Fig. 1: run 1, where the registers sit
Scale: 2 px per um.
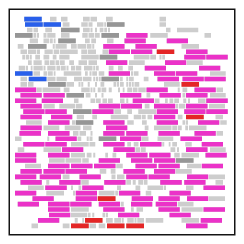
Fig. 2: run 1, signal wires on met3
Scale: 2 px per um.
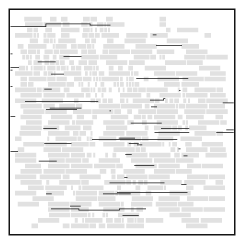
Fig. 3: run 1, routed clock nets over the placement
Scale: 3 px per um.
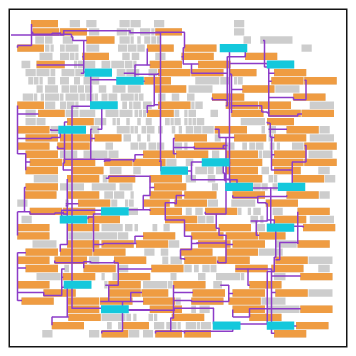
## src/rtl/fifo_pkg.sv

```systemverilog
// Shared types and defaults for the parametrised FIFO.
package fifo_pkg;

    localparam int DEF_DATA_W = 8;
    localparam int DEF_ADDR_W = 4;

    // Per-cycle operation, decoded from the accepted write/read pair.
    typedef enum logic [1:0] {
        OP_IDLE,
        OP_WR,
        OP_RD,
        OP_RW
    } fifo_op_t;

    // Map {wr_ok, rd_ok} onto the operation used by the pointer/count update.
    function automatic fifo_op_t decode_op(input logic wr_ok, input logic rd_ok);
        fifo_op_t op;
        case ({wr_ok, rd_ok})
            2'b10:   op = OP_WR;
            2'b01:   op = OP_RD;
            2'b11:   op = OP_RW;
            default: op = OP_IDLE;
        endcase
        return op;
    endfunction

endpackage : fifo_pkg

```

## src/rtl/fifo_ram_dp.sv

```systemverilog
// Storage array: one synchronous write port, one asynchronous read port.
module fifo_ram_dp #(
    parameter int DATA_W = 8,
    parameter int ADDR_W = 4
) (
    input  logic              clk,
    input  logic              i_wr_en,
    input  logic [ADDR_W-1:0] i_wr_addr,
    input  logic [DATA_W-1:0] i_wr_data,
    input  logic [ADDR_W-1:0] i_rd_addr,
    output logic [DATA_W-1:0] o_rd_data
);

    logic [DATA_W-1:0] r_mem [2**ADDR_W];

    // Write the addressed word on the clock edge when enabled.
    // NOTE: no reset on the array - clearing it would block RAM inference and
    // stale contents are never visible because the pointers define occupancy.
    always_ff @(posedge clk) begin
        if (i_wr_en) begin
            r_mem[i_wr_addr] <= i_wr_data;
        end
    end

    assign o_rd_data = r_mem[i_rd_addr];

endmodule : fifo_ram_dp

```

## src/rtl/fifo_param.sv

```systemverilog
// Parametrised synchronous FIFO with occupancy count, almost-full/almost-empty
// thresholds and sticky overflow/underflow flags.
// Build option: define FIFO_FWFT_EN for first-word-fall-through output;
// leave it undefined for registered-read output (one cycle latency).
module fifo_param
    import fifo_pkg::*;
#(
    parameter int DATA_W    = DEF_DATA_W,
    parameter int ADDR_W    = DEF_ADDR_W,
    parameter int AF_THRESH = 12,
    parameter int AE_THRESH = 2
) (
    input  logic              clk,
    input  logic              reset_n,
    input  logic              read,
    input  logic              write,
    input  logic [DATA_W-1:0] inputBus,
    input  logic              clear_err,
    output logic [DATA_W-1:0] outputBus,
    output logic              empty,
    output logic              full,
    output logic              almost_empty,
    output logic              almost_full,
    output logic [ADDR_W:0]   count,
    output logic              overflow,
    output logic              underflow
);

    localparam logic [ADDR_W:0] DEPTH_CNT = (ADDR_W+1)'(2**ADDR_W);
    localparam logic [ADDR_W:0] AF_CNT    = (ADDR_W+1)'(AF_THRESH);
    localparam logic [ADDR_W:0] AE_CNT    = (ADDR_W+1)'(AE_THRESH);

    // Thresholds must leave a gap; otherwise both almost flags overlap.
    if (AE_THRESH >= AF_THRESH) begin : g_bad_thresh
        $error("fifo_param: AE_THRESH (%0d) must be below AF_THRESH (%0d)",
               AE_THRESH, AF_THRESH);
    end

    logic [ADDR_W-1:0] r_wr_ptr;
    logic [ADDR_W-1:0] r_rd_ptr;
    logic [ADDR_W:0]   r_count;
    logic              r_empty;
    logic              r_full;
    logic              r_almost_empty;
    logic              r_almost_full;
    logic              r_overflow;
    logic              r_underflow;

    logic              w_wr_ok;
    logic              w_rd_ok;
    logic              w_ovf_evt;
    logic              w_udf_evt;
    fifo_op_t          w_op;
    logic [ADDR_W-1:0] w_wr_ptr_next;
    logic [ADDR_W-1:0] w_rd_ptr_next;
    logic [ADDR_W:0]   w_count_next;
    logic [DATA_W-1:0] w_rd_data;

    // Accept rules use pre-edge flags; a full FIFO still takes a write when it
    // is also being read in the same cycle.
    assign w_wr_ok   = write & (~r_full | read);
    assign w_rd_ok   = read & ~r_empty;
    assign w_ovf_evt = write & r_full & ~read;
    assign w_udf_evt = read & r_empty;
    assign w_op      = decode_op(w_wr_ok, w_rd_ok);

    fifo_ram_dp #(
        .DATA_W (DATA_W),
        .ADDR_W (ADDR_W)
    ) u_ram (
        .clk       (clk),
        .i_wr_en   (w_wr_ok),
        .i_wr_addr (r_wr_ptr),
        .i_wr_data (inputBus),
        .i_rd_addr (r_rd_ptr),
        .o_rd_data (w_rd_data)
    );

    // Next pointers and count; pointers wrap naturally at 2**ADDR_W.
    // NOTE: every output of this block gets a default first so no latch is inferred.
    always_comb begin
        w_wr_ptr_next = r_wr_ptr;
        w_rd_ptr_next = r_rd_ptr;
        w_count_next  = r_count;
        case (w_op)
            OP_WR: begin
                w_wr_ptr_next = r_wr_ptr + 1'b1;
                w_count_next  = r_count + 1'b1;
            end
            OP_RD: begin
                w_rd_ptr_next = r_rd_ptr + 1'b1;
                w_count_next  = r_count - 1'b1;
            end
            OP_RW: begin
                w_wr_ptr_next = r_wr_ptr + 1'b1;
                w_rd_ptr_next = r_rd_ptr + 1'b1;
            end
            default: ;
        endcase
    end

    // Pointer, count and status flag registers; flags derive from the next count.
    // NOTE: sequential state uses non-blocking assignments so all registers
    // update from the same pre-edge values.
    always_ff @(posedge clk or negedge reset_n) begin
        if (!reset_n) begin
            r_wr_ptr       <= '0;
            r_rd_ptr       <= '0;
            r_count        <= '0;
            r_empty        <= 1'b1;
            r_full         <= 1'b0;
            r_almost_empty <= 1'b1;
            r_almost_full  <= 1'b0;
        end else begin
            r_wr_ptr       <= w_wr_ptr_next;
            r_rd_ptr       <= w_rd_ptr_next;
            r_count        <= w_count_next;
            r_empty        <= (w_count_next == '0);
            r_full         <= (w_count_next == DEPTH_CNT);
            r_almost_empty <= (w_count_next <= AE_CNT);
            r_almost_full  <= (w_count_next >= AF_CNT);
        end
    end

    // Sticky error flags: a new error in the clear cycle wins over the clear.
    always_ff @(posedge clk or negedge reset_n) begin
        if (!reset_n) begin
            r_overflow  <= 1'b0;
            r_underflow <= 1'b0;
        end else begin
            r_overflow  <= (r_overflow  & ~clear_err) | w_ovf_evt;
            r_underflow <= (r_underflow & ~clear_err) | w_udf_evt;
        end
    end

`ifdef FIFO_FWFT_EN
    // Head word is presented directly; zero while nothing is stored.
    always_comb begin
        outputBus = r_empty ? '0 : w_rd_data;
    end
`else
    logic [DATA_W-1:0] r_out;

    // Capture the head word on an accepted read; hold it otherwise.
    always_ff @(posedge clk or negedge reset_n) begin
        if (!reset_n) begin
            r_out <= '0;
        end else if (w_rd_ok) begin
            r_out <= w_rd_data;
        end
    end

    assign outputBus = r_out;
`endif

    assign empty        = r_empty;
    assign full         = r_full;
    assign almost_empty = r_almost_empty;
    assign almost_full  = r_almost_full;
    assign count        = r_count;
    assign overflow     = r_overflow;
    assign underflow    = r_underflow;

endmodule : fifo_param

```

## config.mk

```make
export PLATFORM = sky130hd
export DESIGN_NAME = fifo_param
export DESIGN_NICKNAME = d
export VERILOG_FILES = /design/src/rtl/fifo_pkg.sv /design/src/rtl/fifo_ram_dp.sv /design/src/rtl/fifo_param.sv
export SDC_FILE = /design/constraint.sdc
export NUM_CORES = 1
export LEC_CHECK = 0
export CAP_MARGIN = 30
export CORE_MARGIN = 2
export CORE_UTILIZATION = 55
export CTS_BUF_LIST = sky130_fd_sc_hd__clkbuf_16
export DETAILED_ROUTE_END_ITERATION = 16
export HOLD_SLACK_MARGIN = 0.12
export PLACE_DENSITY_LB_ADDON = 0.2
export REMOVE_ABC_BUFFERS = 1
export SLEW_MARGIN = 0
export SYNTH_ARGS = -nofsm -noshare
export SYNTH_HDL_FRONTEND = slang
export SYNTH_SLANG_ARGS = --single-unit
```

## constraint.sdc

```tcl
create_clock -name clk -period 2.9 [get_ports clk]
set_clock_uncertainty 0.05 [all_clocks]
set_input_delay 0.58 -clock clk [delete_from_list [all_inputs] [get_ports clk]]
set_output_delay 0.58 -clock clk [all_outputs]
set_load 0.02 [all_outputs]
```

==> impl_metrics.py, run 1 <==
# Auto-generated metrics
metrics = {
    "yosys": {
        "synth_top_cell_by_count": "edfxtp_1",
        "synthDistinctLibCells": 47,
        "syn_area_um2": 6410,
        "syn_area_per_cell_um2": 16.9,
        "synthTopCellsByCount": "128 x edfxtp_1, 32 x nor2_1, 25 x dfrtp_1, 24 x mux4_2, 16 x a21oi_1",
        "ys_chip_area_um2": 6410,
        "top_area_cell": "edfxtp_1",
        "ys_seq_share_pct": 70.5,
        "ys.flop_type": "edfxtp_1",
        "yosys-stat-cells": 380,
        "synth-edff-count": 128,
        "synth_flops": 155,
        "top_area_share_pct": 59.9,
    },
    "setup_path": {
        "cp_slowest_cell": "clkdlybuf4s50_1",
        "end_kind": "flop",
        "startpoint_type": "input pin",
        "worstRegToRegCells": 11,
        "regToRegEndpoint": "full",
        "arrival_ns": 3.06,
        "cp_slowest_stage_delay_ns": 0.48,
        "rrSetupSlack_ns": 0.43,
    },
    "hold_path": {
        "worstHoldPathType": "reg -> reg",
        "min_to": "outputBus[2]",
        "min-delay-start": "outputBus[2]",
    },
    "cts": {
        "cts_tree": "done",
        "clk_pin_slew_ns": 0.06,
        "clock_path_buffers": 2,
        "clock_sinks": 155,
        "cts_root_buf": "clkbuf_16",
    },
    "status": {
        "status": "completed",
    },
    "global_route": {
        "grtUsageTotal_pct": 21.3,
        "grt_first_pass_wirelength_um": 19500,
    },
    "placement": {
        "port_buffers": 31,
        "place.gp.congestion": 0.805,
    },
    "floorplan": {
        "chipArea_um2": 12500,
        "num_rows": 39,
        "die_h_um": 112,
        "initCoreUtil_pct": 56.2,
        "pin_count": 32,
    },
    "final_layout": {
        "final.fill_count": 804,
        "fin_cells": 598,
    },
    "timing": {
        "setup_viol": 0,
    },
    "job": {
        "warnings": 31,
    },
    "pwr": {
        "p_leak_uw": 0.00270,
    },
}
Back to the opening pictures, Fig. 1:
outputBus -> red  # placed flops 8
u_ram.r_mem -> magenta  # placed flops 128, where spread over the die
count -> blue  # placed flops 5, where upper left
Seq/total area: 59.0%
Reg area: 4520 um2

Back to the opening pictures, Fig. 2:
main direction = horizontal
share of all routed wire = 4.2%
nets with wire on the layer = 33
longest straight run = 42.3 um
wire length on this layer = 516 um
DR vias: 3444
drt total wl: 12300 um
met3 Usage GRT: 4.79%

Back to the opening pictures, Fig. 3:
clock wires -> purple  # length 1660 um
flip-flops -> orange  # count 155
clock-net drivers -> cyan  # count 17
routed clock nets = 18
worst skew pair latency: 0.43 ns
clk pwr: 2130 uW
Clk pwr share: 26.5%

==> run 1: metal layers <==
| metal | GRT usage, % | vias up | wire length, um |
|---|---|---|---|
| met3 | 4.79 | 16 | 515 |
| met2 | 32.9 | 76 | 6100 |
| met1 | 29.9 | 1768 | 5470 |
| met5 | 0 | - | 0 |
| met4 | 8.70 | 0 | 216 |
| li1 | - | 1584 | - |
==> run 1: timing repair <==
item | 4_1_cts | 5_1_grt
resized | 0 | 5
setup buffers | 0 | 1
endpoints found under the setup margin | 0 | 4
hold buffers | 0 | 0
==> run 1: state kept, by name, indices dropped and copies added (netlist names) <==
name          cells
almost_empty      1
almost_full       1
count             5
empty             1
full              1
outputBus         8
overflow          1
r_rd_ptr          4
r_wr_ptr          4
u_ram.r_mem     128
underflow         1
==> run 1: stage by stage <==
step	setup TNS (ns)	cell area (um2)
floorplan	-2.30	6300
global placement	-0.718	7060
finish	0	7660
global route	-0.0203	7660
detailed placement	-1.34	7060
CTS	0	7640
==> run 1: where the power goes <==
| part | internal [uW] | switching, uW | total [uW] | leakage [uW] |
|---|---|---|---|---|
| Sequential | 2800 | 331 | 3130 | 0.00147 |
| Combinational | 1360 | 1420 | 2780 | 0.000958 |
| Clock | 1260 | 868 | 2130 | 0.000274 |
==> run 1: worst max-delay path by stage <==
stage | from | end | slack (ns)
floorplan | read | almost_full | -0.47
global placement | read | full | -0.21
detailed placement | read | full | -0.32
CTS | read | full | 0.1
global route | read | full | -0.02
finish | read | full | 0.14
==> run 1: cell usage in the layout, fill, tap and decap left out, types with 12 or more instances in the layout <==
cell             instances
edfxtp_1               128
dfrtp_1                 24
a21oi_1                 16
nand2_1                 12
clkbuf_16               17
buf_4                   32
nor2_1                  32
a211oi_1                12
mux4_2                  24
clkdlybuf4s50_1         31
mux2i_1                 12
==> run 1: cell families after synthesis <==
group	count (synthesis)	share of synthesized area (%)
xor+xnor	11	1.62
flops	155	70.5
compound gates	50	5.34
buf+inv	32	2.44
mux	47	12.3
simple gates	74	5.70
fa+ha+maj	11	2.15
==> run 1: worst register-to-register path, cell delays in order (launching register included) <==
cell and delay (ns):
dfrtp_1 0.38, nand2b_1 0.09, and2_4 0.14, inv_1 0.04
ha_1 0.21, xor2_1 0.18, ha_2 0.23, nor2b_1 0.15
o31ai_2 0.29, a22oi_2 0.11, xnor2_2 0.29, nor3b_2 0.22
==> run 1: area by class of cell <==
| class | count | area [um2] | area share (%) |
|---|---|---|---|
| Clock buffer | 17 | 425 | 5.55 |
| Clock inverter | 15 | 151 | 1.98 |
| Inverter | 10 | 37.5 | 0.490 |
| Multi-Input combinational cell | 193 | 1760 | 22.9 |
| Sequential cell | 155 | 4520 | 59.0 |
| Tap cell | 143 | 179 | 2.33 |
| Timing Repair Buffer | 65 | 591 | 7.71 |
==> inputs of run 2 (changes only) <==
SKIP_LAST_GASP = 1   (was unset)
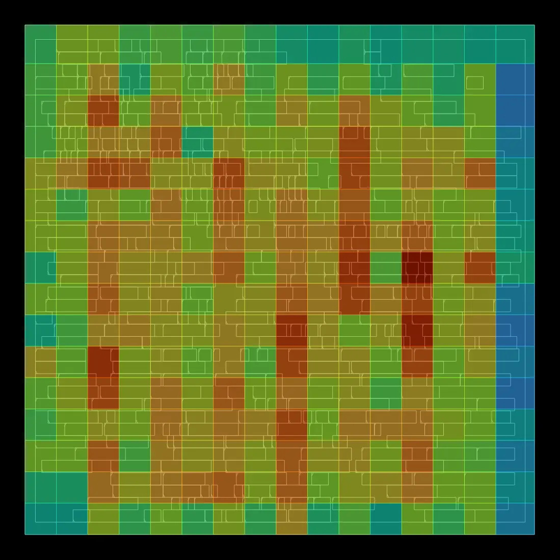
Fig. 4. Track usage over the die (run 2).
busiest grt layer: met2
Final Core Density: 67.1%

==> impl_metrics.py, run 2 <==
# Auto-generated metrics
metrics = {
    "job": {
        "warnings": 31,
    },
    "cts": {
        "cts_root_buf": "clkbuf_16",
        "cts_tree": "done",
        "ctsHoldBuffers": 0,
        "clock_sinks": 155,
    },
    "final_layout": {
        "mostFrequentLayoutCells": "128 x edfxtp_1, 32 x nor2_1, 32 x buf_4",
        "final.fill_count": 804,
        "lay_top_count": "edfxtp_1",
        "regMostFlops": "u_ram.r_mem",
    },
    "yosys": {
        "synth_flops": 155,
        "synth.logic.top_family": "multiplexers",
        "synth_top_cell_by_count": "edfxtp_1",
        "mux_share_pct": 12.3,
        "yosys-stat-cells": 380,
        "ys_chip_area_um2": 6410,
        "yosys.area_share.aoi_pct": 5.34,
        "yosys.area_share.simple_pct": 5.70,
        "syn_area_um2": 6410,
        "xor_share_pct": 1.62,
    },
    "hold_path": {
        "min-delay-start": "outputBus[2]",
        "worstHoldPathType": "reg -> reg",
    },
    "floorplan": {
        "initCoreUtil_pct": 56.2,
        "die_h_um": 112,
        "chipArea_um2": 12500,
        "num_rows": 39,
        "pin_count": 32,
    },
    "status": {
        "status": "completed",
    },
    "detailed_routing": {
        "drt-met1-wl_um": 5470,
        "num_vias": 3444,
        "wl_um": 12300,
        "route.met3.wl_um": 515,
    },
    "timing": {
        "setup_tns_ns": 0,
    },
    "placement": {
        "placed_area_um2": 7060,
        "place.gp.congestion": 0.805,
    },
    "global_route": {
        "grt_first_pass_wirelength_um": 19500,
    },
    "setup_path": {
        "worstRegToRegCells": 11,
        "rrSetupSlack_ns": 0.43,
        "end_kind": "flop",
        "regToRegEndpoint": "full",
    },
}
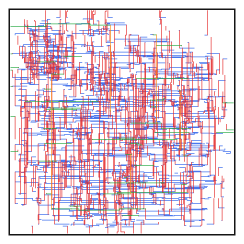
Fig. 5. Metal layers overlaid (run 2).
Scale: 2 px per um.
M3 -> green  # wire length 516 um
M1 -> blue  # wire length 5470 um
M2 -> red  # wire length 6100 um
M4 -> orange  # wire length 217 um
WL per Instance: 20.6 um
Total Routing Usage GR: 21.3%

==> run 2: worst max-delay path by stage <==
stage               start          end  depth (start not counted)
floorplan            read  almost_full                          9
detailed placement   read         full                         12
global route         read         full                         12
global placement     read         full                         12
CTS                  read         full                         12
finish               read         full                         12
==> run 2: what timing repair did <==
item,in CTS,in global routing
buffers inserted,0,1
resized,0,5
setup endpoints to repair,0,4
==> run 2: worst max-delay path, cell delays in order <==
cell and delay, ns:
clkdlybuf4s50_1 0.48, nand2b_1 0.13, and2_4 0.14, inv_1 0.04
ha_1 0.21, xor2_1 0.18, ha_2 0.23, nor2b_1 0.15
o31ai_2 0.29, a22oi_2 0.11, xnor2_2 0.29, nor3b_2 0.21
==> run 2: per-layer routing <==
| metal | GRT usage (%) | vias up |
|---|---|---|
| met4 | 8.70 | 0 |
| li1 | - | 1584 |
| met2 | 32.9 | 76 |
| met3 | 4.79 | 16 |
| met1 | 29.9 | 1768 |
| met5 | 0 | - |
==> run 2: cell families (layout without fill, tap and decap cells) <==
group,after synthesis,count (layout)
compound gates,50,50
xor+xnor,11,11
fa+ha+maj,11,11
buf+inv,32,107
flops,155,155
mux,47,47
simple gates,74,74
==> run 2: area by class of cell <==
type / instances / area [um2] / area share [%]
Clock buffer: 17 / 425 / 5.55
Clock inverter: 15 / 151 / 1.98
Multi-Input combinational cell: 193 / 1760 / 22.9
Timing Repair Buffer: 65 / 591 / 7.71
Sequential cell: 155 / 4520 / 59.0
Tap cell: 143 / 179 / 2.33
Inverter: 10 / 37.5 / 0.490
==> run 2: report_power, final <==
group / switching, uW / leakage, uW / internal (uW) / total (uW)
Sequential: 331 / 0.00147 / 2800 / 3130
Combinational: 1420 / 0.000958 / 1360 / 2780
Clock: 868 / 0.000274 / 1260 / 2130
==> run 2: per-stage QoR <==
stage,std cells,util [%]
floorplan,358,-
global placement,565,61.8
detailed placement,565,61.8
CTS,597,66.9
global route,598,67.1
finish,598,67.1
Power and IR drop assume default switching activity.
